--- src/rtl/vga_timing_gen.sv ---
// VGA raster timing: pixel-clock divider, h/v counters, sync/valid decode and colour gating.
// Define VGA_RGB_REG_EN to register colour, valid and sync so they leave the block aligned, one pixel late.
module vga_timing_gen #(
  parameter int unsigned H_VISIBLE = 640,
  parameter int unsigned H_FP      = 16,
  parameter int unsigned H_SYNC    = 96,
  parameter int unsigned H_BP      = 48,
  parameter int unsigned V_VISIBLE = 480,
  parameter int unsigned V_FP      = 10,
  parameter int unsigned V_SYNC    = 2,
  parameter int unsigned V_BP      = 33,
  parameter int unsigned PIX_DIV   = 4
) (
  input  logic        clk,
  input  logic        rst,
  input  logic [11:0] rgb_in,
  output logic        pclk_en,
  output logic [9:0]  h_cnt,
  output logic [9:0]  v_cnt,
  output logic        valid,
  output logic        frame_start,
  output logic        hsync,
  output logic        vsync,
  output logic [3:0]  vgaRed,
  output logic [3:0]  vgaGreen,
  output logic [3:0]  vgaBlue
);
  localparam int unsigned H_TOTAL = H_VISIBLE + H_FP + H_SYNC + H_BP;
  localparam int unsigned V_TOTAL = V_VISIBLE + V_FP + V_SYNC + V_BP;
  localparam int unsigned DIV_W   = (PIX_DIV > 1) ? $clog2(PIX_DIV) : 1;

  localparam logic [DIV_W-1:0] DIV_MAX = DIV_W'(PIX_DIV - 1);
  localparam logic [9:0] H_LAST = 10'(H_TOTAL - 1);
  localparam logic [9:0] V_LAST = 10'(V_TOTAL - 1);
  localparam logic [9:0] H_VIS  = 10'(H_VISIBLE);
  localparam logic [9:0] V_VIS  = 10'(V_VISIBLE);
  localparam logic [9:0] HS_BEG = 10'(H_VISIBLE + H_FP);
  localparam logic [9:0] HS_END = 10'(H_VISIBLE + H_FP + H_SYNC);
  localparam logic [9:0] VS_BEG = 10'(V_VISIBLE + V_FP);
  localparam logic [9:0] VS_END = 10'(V_VISIBLE + V_FP + V_SYNC);

  logic [DIV_W-1:0] div;
  logic             h_last, v_last;
  logic             valid_d, hsync_d, vsync_d;

  assign pclk_en = (div == DIV_MAX);
  assign h_last  = (h_cnt == H_LAST);
  assign v_last  = (v_cnt == V_LAST);

  always_ff @(posedge clk) begin
    if (rst) begin
      div         <= '0;
      h_cnt       <= '0;
      v_cnt       <= '0;
      frame_start <= 1'b0;
    end else begin
      div         <= pclk_en ? '0 : div + 1'b1;
      // High for the one clk following the edge that wraps both counters
      frame_start <= pclk_en && h_last && v_last;
      if (pclk_en) begin
        if (h_last) begin
          h_cnt <= '0;
          v_cnt <= v_last ? '0 : v_cnt + 1'b1;
        end else begin
          h_cnt <= h_cnt + 1'b1;
        end
      end
    end
  end

  assign valid_d = (h_cnt < H_VIS) && (v_cnt < V_VIS);
  assign hsync_d = !((h_cnt >= HS_BEG) && (h_cnt < HS_END));
  assign vsync_d = !((v_cnt >= VS_BEG) && (v_cnt < VS_END));

`ifdef VGA_RGB_REG_EN
  logic [11:0] rgb_q;
  logic        valid_q, hsync_q, vsync_q;

  // Reset values match what the (0,0) position decodes to, so outputs are clean out of reset
  always_ff @(posedge clk) begin
    if (rst) begin
      rgb_q   <= '0;
      valid_q <= 1'b1;
      hsync_q <= 1'b1;
      vsync_q <= 1'b1;
    end else if (pclk_en) begin
      rgb_q   <= rgb_in;
      valid_q <= valid_d;
      hsync_q <= hsync_d;
      vsync_q <= vsync_d;
    end
  end

  assign valid = valid_q;
  assign hsync = hsync_q;
  assign vsync = vsync_q;
  assign {vgaRed, vgaGreen, vgaBlue} = valid_q ? rgb_q : 12'h000;
`else
  assign valid = valid_d;
  assign hsync = hsync_d;
  assign vsync = vsync_d;
  assign {vgaRed, vgaGreen, vgaBlue} = valid_d ? rgb_in : 12'h000;
`endif

endmodule

--- config.mk ---
export PLATFORM = sky130hd
export DESIGN_NAME = vga_timing_gen
export DESIGN_NICKNAME = d
export VERILOG_FILES = /design/src/rtl/vga_timing_gen.sv
export SDC_FILE = /design/constraint.sdc
export NUM_CORES = 1
export LEC_CHECK = 0
export CAP_MARGIN = 20
export CORE_AREA = 2 2 57 59
export DETAILED_ROUTE_END_ITERATION = 10
export DIE_AREA = 0 0 59 61
export PLACE_DENSITY = 0.82
export SETUP_SLACK_MARGIN = 0.3
export SLEW_MARGIN = 40
export SYNTH_ARGS = -nofsm -noshare
export SYNTH_HDL_FRONTEND = slang
export SYNTH_SLANG_ARGS = --single-unit
--- constraint.sdc ---
create_clock -name clk -period 4.7 [get_ports clk]
set_input_delay 0.47 -clock clk [delete_from_list [all_inputs] [get_ports clk]]
set_output_delay 0.47 -clock clk [all_outputs]
set_load 0.01 [all_outputs]
Run 1, the clock network:
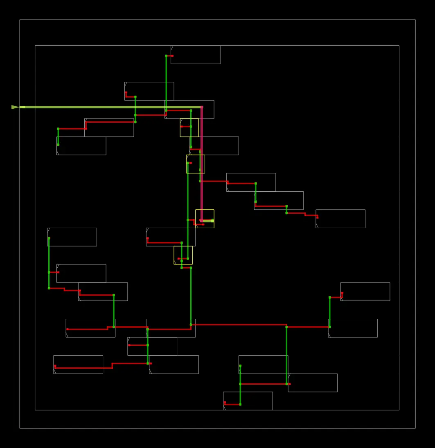
clk ins delay skew pair: 0.32 ns
clk pwr: 0.0000952 W

Run 1, metal layers overlaid:
Two of the layers only.
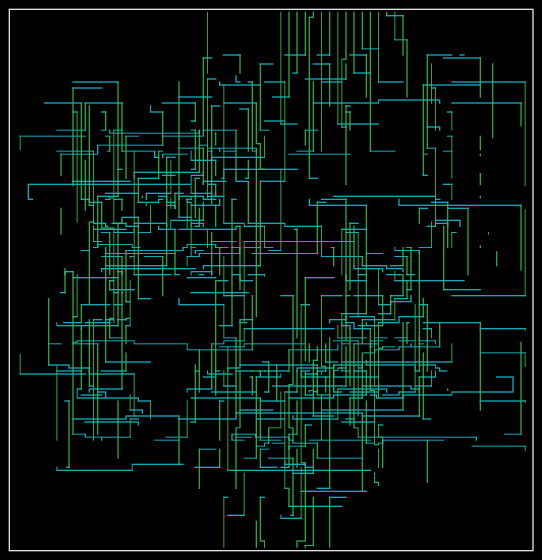
Key: M2 = green [wire length 1,560 um]; M1 = cyan [wire length 1,260 um]
Routed Wire Length: 3030 um
vias post-DR: 1,226
Tot GR Track Use: 0.169

==> flow_metrics.py, run 1 <==
# Metrics from the implementation run
metrics = {
    "run_status": {
        "outcome": "finished, final reports clean",
    },
    "worst_setup_path": {
        "timing.rr.end": "v_cnt[8]",
        "path_max_fanout": 13,
        "crit_chain": "and4_1, nor3_2, and2_1, clkdlybuf4s50_1",
        "worst_setup_path_start_kind": "register",
        "cpLargestDelayFamily": "simple AND/OR/NAND/NOR gates",
        "cp.required_ns": 4.23,
    },
    "final_timing": {
        "fin_setup_tns_ns": 0,
        "clock.fmax_mhz": 384,
        "slew_viol_final": 0,
        "setup_viol": 0,
        "whs_ns": 0.436,
    },
    "die": {
        "die_h_um": 61,
        "num_io_pins": 51,
        "fp_util": 0.425,
    },
    "routing": {
        "drc_errors": 0,
        "antenna_left": 0,
        "drtPass1Iterations": 4,
        "dr.first_iter.drc_count": 49,
    },
    "finish": {
        "fin_cells": 228,
        "layout_top_cells": "clkdlybuf4s50_1, dfxtp_1, and2_1",
        "nNetsFinal": 215,
    },
    "synth": {
        "synthesis.nets": 167,
        "avgSynthCellArea_um2": 8.47,
        "top_area_frac": 0.367,
        "common_cells": "dfxtp_1, and2_1, nor2_1",
        "synth.most_common_cell": "dfxtp_1",
        "synthCells": 148,
        "yosysTopAreaCell": "dfxtp_1",
    },
    "clock_tree": {
        "root_buffer": "clkbuf_4",
        "hold_buffers": 0,
        "cts_buffers": 3,
        "cts_tree": "yes",
        "cts.sinks": 23,
    },
    "hold_path": {
        "whs_endpoint": "div[0]",
    },
    "global_routing": {
        "grt_max_degree": 21,
        "grt_first_pass_wirelength_um": 4710,
        "grt_pass1_vias": 1073,
    },
    "placement": {
        "place_congestion": 0.814,
        "port_buffers": 50,
    },
}
Run 1, sequential cells grouped by signal name:
Scale bar: 20 um. Other sequential cells in the stronger gray, the rest of the logic in the fainter gray.
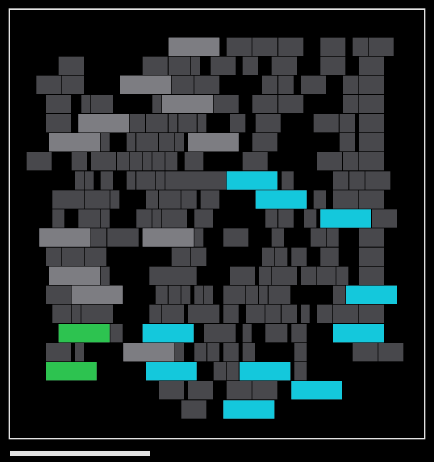
Key: v_cnt = cyan [sequential cells 10]; div = green [sequential cells 2]
Another 11 sequential cells are not colored.
Seq. pwr: 0.000200 W
Seq area share: 0.258
Util after Layout: 0.604

-- run 1: power breakdown --
| group | total [W] | switching (W) | internal (W) |
|---|---|---|---|
| combinational | 0.0000416 | 0.0000145 | 0.0000271 |
| sequential | 0.000200 | 0.00000190 | 0.000198 |
| clock | 0.0000952 | 0.0000628 | 0.0000324 |
| total | 0.000337 | 0.0000792 | 0.000258 |
-- run 1: area by class of cell --
class / instances / area, um^2 / area share
Multi-Input combinational cell: 112 / 729 / 0.409
Timing Repair Buffer: 50 / 500 / 0.281
Sequential cell: 23 / 460 / 0.258
Tap cell: 33 / 41.3 / 0.0231
Clock buffer: 3 / 22.5 / 0.0126
Inverter: 6 / 22.5 / 0.0126
Clock inverter: 1 / 7.51 / 0.00421
-- run 1: kinds of logic after synthesis --
| family | synth area share |
|---|---|
| AND/OR/NAND/NOR | 0.350 |
| flip-flops | 0.367 |
| AND-OR/OR-AND | 0.108 |
| buffers and inverters | 0.0549 |
| XOR/XNOR | 0.0699 |
| adder cells (fa/ha/maj) | 0.0499 |
-- run 1: layer usage --
layer	wire, um	global-route usage
met3	192	0.0362
met2	1560	0.317
met4	17	0.0422
met1	1260	0.194
met5	0	0
-- run 1: registers in the layout (all words and copies together), names as in the netlist --
| signal | count |
|---|---|
| h_cnt | 10 |
| v_cnt | 10 |
| div | 2 |
| frame_start | 1 |
-- run 1: through the flow --
stage	util	total power [W]	worst slack [ns]	area (um^2)
global route	0.604	0.000352	1.85	1780
floorplan	-	0.000221	2.91	1250
finish	0.604	0.000337	2.09	1780
global placement	0.592	0.000245	2.21	1750
detailed placement	0.592	0.000246	2.12	1750
CTS	0.603	0.000341	1.75	1780
--- run 2 (diff from run 1) ---
--- a/config.mk
+++ b/config.mk
@@ -6,10 +6,10 @@
 export NUM_CORES = 1
 export LEC_CHECK = 0
 export CAP_MARGIN = 20
-export CORE_AREA = 2 2 57 59
+export CORE_AREA = 2 2 58 60
 export DETAILED_ROUTE_END_ITERATION = 10
-export DIE_AREA = 0 0 59 61
-export PLACE_DENSITY = 0.82
+export DIE_AREA = 0 0 60 62
+export PLACE_DENSITY = 0.79
 export SETUP_SLACK_MARGIN = 0.3
 export SLEW_MARGIN = 40
 export SYNTH_ARGS = -nofsm -noshare
==> constraint.sdc (replaced) <==
create_clock -name clk -period 2.7 [get_ports clk]
set_input_delay 0.27 -clock clk [delete_from_list [all_inputs] [get_ports clk]]
set_output_delay 0.27 -clock clk [all_outputs]
set_load 0.01 [all_outputs]
Run 2, gate-type map:
Scale bar: 20 um.
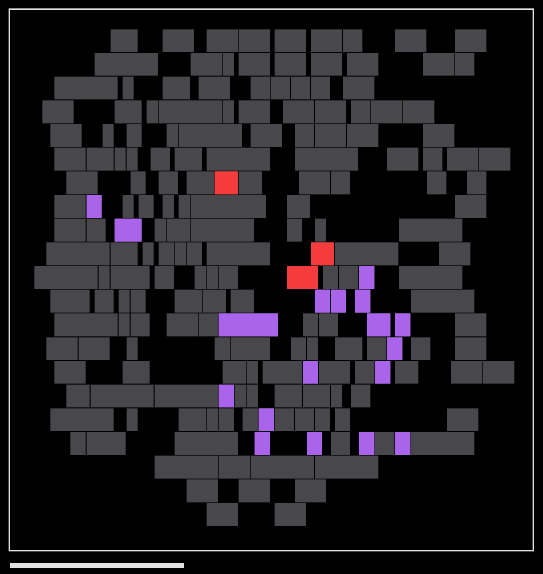
Key: non-inverting ao/oa cells = red [cells 3, most used o21a_1]; aoi and oai cells = purple [cells 18, most used a21oi_1]
Comb area share: 0.401
fin cells: 243
most common cell after layout, fill and taps aside: clkdlybuf4s50_1

==> flow_metrics.py, run 2 <==
# Metrics from the implementation run
metrics = {
    "final_timing": {
        "slew_viol_final": 0,
        "clock.fmax_mhz": 449,
        "fin_setup_tns_ns": 0,
        "setup_viol": 0,
    },
    "finish": {
        "fin_util": 0.568,
        "nNetsFinal": 217,
        "reg_top3": "h_cnt: 10 flops, v_cnt: 10 flops, div: 2 flops",
        "layout_top_cells": "clkdlybuf4s50_1, dfxtp_1, and2_1",
    },
    "routing": {
        "wirelength_um": 3020,
        "drtPass1Iterations": 4,
        "drc_errors": 0,
        "antenna_left": 0,
        "dr.first_iter.drc_count": 27,
    },
    "clock_tree": {
        "hold_buffers": 0,
        "cts.sinks": 23,
        "cts_buffers": 3,
    },
    "global_routing": {
        "grt_max_degree": 21,
        "grt_pass1_vias": 1194,
        "grt_use_total": 0.174,
    },
    "synth": {
        "synthesis.nets": 167,
        "avgSynthCellArea_um2": 8.47,
        "common_cells": "dfxtp_1, and2_1, nor2_1",
        "synthCells": 148,
        "top_area_frac": 0.367,
        "yosysTopAreaCell": "dfxtp_1",
        "synth.most_common_cell": "dfxtp_1",
    },
    "power": {
        "p_seq_w": 0.000348,
        "p_sw_w": 0.000132,
        "pwr-share-comb": 0.125,
        "pwr-share-seq": 0.599,
        "fin_total_pwr_w": 0.000581,
        "clkPwrFrac": 0.276,
    },
    "run_status": {
        "outcome": "finished, final reports clean",
    },
    "placement": {
        "port_buffers": 50,
    },
    "worst_setup_path": {
        "cp.required_ns": 2.43,
        "crit_chain": "and4_1, nor3_1, buf_4, and2_1, clkdlybuf4s50_1",
        "worst_setup_path_start_kind": "register",
    },
    "die": {
        "die_h_um": 62,
        "num_io_pins": 51,
    },
}
==> run 2: worst paths after layout <==
| path | start | endpoint | slack [ns] | depth (start not counted) |
|---|---|---|---|---|
| min | div[0] | div[0] | 0.45 | 1 |
| min reg2reg | div[0] | div[0] | 0.45 | 1 |
| max reg2reg | div[0] | v_cnt[8] | 0.67 | 6 |
| max | v_cnt[5] | vgaRed[0] | 0.47 | 5 |
==> run 2: cell type report <==
type	count	area [um^2]
timing repair buffer	52	515
inverter	6	22.5
fill	298	1370
multi-input combinational	112	724
clock buffer	4	26.3
sequential	23	460
tap	46	57.6
==> run 2: cell families after synthesis <==
logic type / Yosys count / share of synthesized area
xor gates and xnor gates: 10 / 0.0699
DFF: 23 / 0.367
and+or+nand+nor: 76 / 0.350
buffers and inverters: 13 / 0.0549
adders and majority gates: 5 / 0.0499
AOI/OAI and AO/OA: 21 / 0.108
==> run 2: critical path: cells and delay by family (launching register included) <==
family / cells / cell delay [ns]
simple gates: 3 / 0.50
buf+inv: 2 / 0.65
flops: 1 / 0.49
==> run 2: through the flow <==
step / instance area, um^2 / hold slack [ns] / setup WS [ns]
after global placement: 1780 / 0.411 / 0.813
final: 1810 / 0.451 / 0.475
after CTS: 1810 / 0.466 / 0.435
after floorplan: 1250 / 0.404 / 0.955
after global routing: 1810 / 0.483 / 0.336
after detailed placement: 1780 / 0.448 / 0.698
==> run 2: per-layer routing <==
metal | global-route usage | routed length, um | vias up
met5 | 0 | 0 | -
li1 | - | - | 618
met2 | 0.309 | 1580 | 42
met3 | 0.0228 | 131 | 2
met1 | 0.211 | 1290 | 599
met4 | 0.0730 | 21 | 0
--- run 3 (diff from run 2) ---
--- a/config.mk
+++ b/config.mk
@@ -6,10 +6,10 @@
 export NUM_CORES = 1
 export LEC_CHECK = 0
 export CAP_MARGIN = 20
-export CORE_AREA = 2 2 58 60
+export CORE_AREA = 2 2 61 63
 export DETAILED_ROUTE_END_ITERATION = 10
-export DIE_AREA = 0 0 60 62
-export PLACE_DENSITY = 0.79
+export DIE_AREA = 0 0 63 65
+export PLACE_DENSITY = 0.76
 export SETUP_SLACK_MARGIN = 0.3
 export SLEW_MARGIN = 40
 export SYNTH_ARGS = -nofsm -noshare
==> constraint.sdc (replaced) <==
create_clock -name clk -period 1.8 [get_ports clk]
set_input_delay 0.18 -clock clk [delete_from_list [all_inputs] [get_ports clk]]
set_output_delay 0.18 -clock clk [all_outputs]
set_load 0.01 [all_outputs]
==> flow_metrics.py, run 3 <==
# Metrics from the implementation run
metrics = {
    "die": {
        "num_io_pins": 51,
        "rows": 22,
        "dieWidth_um": 63,
        "die_area_um2": 4100,
        "die_h_um": 65,
    },
    "global_routing": {
        "grtUsageMet2": 0.335,
        "grt_pass1_vias": 1254,
        "use_met1": 0.210,
        "top_usage_layer": "met2",
        "grt-ovfl-total": 0,
        "grt_use_total": 0.183,
        "use_met3": 0.0365,
        "grt_max_degree": 13,
    },
    "synth": {
        "common_cells": "dfxtp_1, and2_1, nor2_1",
        "top_cells_by_area": "dfxtp_1, and2_1, ha_1",
        "yosysTopAreaCell": "dfxtp_1",
        "synthesis.nets": 167,
        "yosysCellCount": 148,
        "synth.most_common_cell": "dfxtp_1",
        "top_area_frac": 0.367,
        "avgSynthCellArea_um2": 8.47,
        "synthFlopType": "dfxtp_1",
        "synthCells": 148,
        "synth_cell_types": 35,
        "syn_area_um2": 1250,
        "ys_seq_frac": 0.367,
    },
    "routing": {
        "wl_met2_um": 2160,
        "wl_met3_um": 201,
        "met1_length_um": 1580,
        "antenna_left": 0,
        "top_layer_used": "met4",
        "dr.first_iter.drc_count": 88,
        "drtPass1Iterations": 4,
        "wirelength_um": 4000,
        "drc_errors": 0,
    },
    "clock_tree": {
        "cts.sinks": 23,
        "path_clk_slew_ns": 0.13,
        "cts_buffers": 3,
        "cts_max_path_buffers": 2,
        "h-tree-depth": 1,
    },
    "finish": {
        "fin_cells": 285,
        "reg_top3": "h_cnt: 10 flops, v_cnt: 10 flops, div: 2 flops",
        "layout_top_cells": "buf_4, clkdlybuf4s50_1, buf_6",
        "final_cell_area_um2": 2340,
        "mostFrequentLayoutCell": "buf_4",
        "nNetsFinal": 257,
        "fillers": 298,
    },
    "final_timing": {
        "clock.fmax_mhz": 592,
        "period_needed_ns": 1.69,
        "relSlewSlack": 0.826,
        "slew_viol_final": 0,
        "min_period_over_period": 0.939,
        "setup_viol": 0,
        "fin_setup_tns_ns": 0,
        "finalHoldViolCount": 0,
    },
    "power": {
        "p_sw_w": 0.000211,
        "switching_share": 0.239,
        "pwr-share-seq": 0.579,
        "pg_clk_w": 0.000244,
        "fin_total_pwr_w": 0.000885,
        "pwr-share-comb": 0.144,
        "clkPwrFrac": 0.276,
    },
    "placement": {
        "port_buffers": 50,
        "placedInstanceArea_um2": 1930,
        "place_congestion": 0.829,
    },
    "worst_setup_path": {
        "cp.required_ns": 2.05,
        "worst_setup_path_start_kind": "register",
        "path_max_fanout": 6,
        "crit_type": "reg -> reg",
    },
    "run_status": {
        "outcome": "finished, final reports clean",
    },
}
==> run 3: cell counts after synthesis <==
Identical to the previous run, type by type.
==> run 3: critical path: stages (launching register included) <==
cell and delay, ns:
dfxtp_2 0.35, buf_6 0.11, nor4b_4 0.24, nand4_1 0.17, buf_4 0.19, buf_6 0.12
or3_1 0.31, a21oi_2 0.13
==> run 3: kinds of logic (layout without fill, tap and decap cells) <==
group                    count (synthesis)  count (layout)  share of synthesized area
buffers and inverters                   13             102                     0.0549
flip-flops                              23              23                      0.367
AND/OR/NAND/NOR                         76              76                      0.350
XOR/XNOR                                10              10                     0.0699
AND-OR/OR-AND                           21              21                      0.108
adder cells (fa/ha/maj)                  5               5                     0.0499
==> run 3: final cells by class <==
type	count	area [um^2]	area share
well taps	48	60.1	0.0256
flip-flops and latches	23	505	0.216
multi-input cells	112	901	0.385
inverters	6	22.5	0.00962
repair buffers	92	827	0.353
clock buffers	4	26.3	0.0112
==> run 3: what timing repair did <==
item,CTS,global route
cloned,2,0
setup endpoints to repair,50,40
pin swaps,22,12
resized,103,52
hold buffers,0,0
setup buffers,15,8
==> run 3: metrics by stage <==
stage | utilization | hold WS, ns | setup slack (ns)
2_1_floorplan | - | 0.412 | 0.266
4_1_cts | 0.602 | 0.442 | 0.0855
5_1_grt | 0.670 | 0.461 | 0.0232
6_report | 0.670 | 0.439 | 0.111
3_5_place_dp | 0.552 | 0.423 | 0.101
3_3_place_gp | 0.552 | 0.417 | 0.116
==> run 3: path summary, 6_finish.rpt <==
check                start  endpoint  slack, ns  cells past startpoint
setup / recovery  h_cnt[7]  v_cnt[3]       0.11                      7
hold reg to reg     div[0]    div[0]       0.44                      1
setup reg to reg  h_cnt[7]  v_cnt[3]       0.11                      7
hold / removal      div[0]    div[0]       0.44                      1
Run 3, sequential cells grouped by signal name:
Scale bar: 20 um. Other sequential cells in the stronger gray, the rest of the logic in the fainter gray.
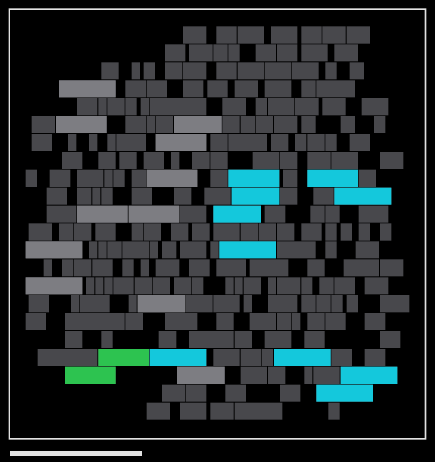
Key: div = green [sequential cells 2]; v_cnt = cyan [sequential cells 10]
Seq. pwr: 0.000513 W
Util after Layout: 0.670

Power is estimated from default activity; no workload was simulated.
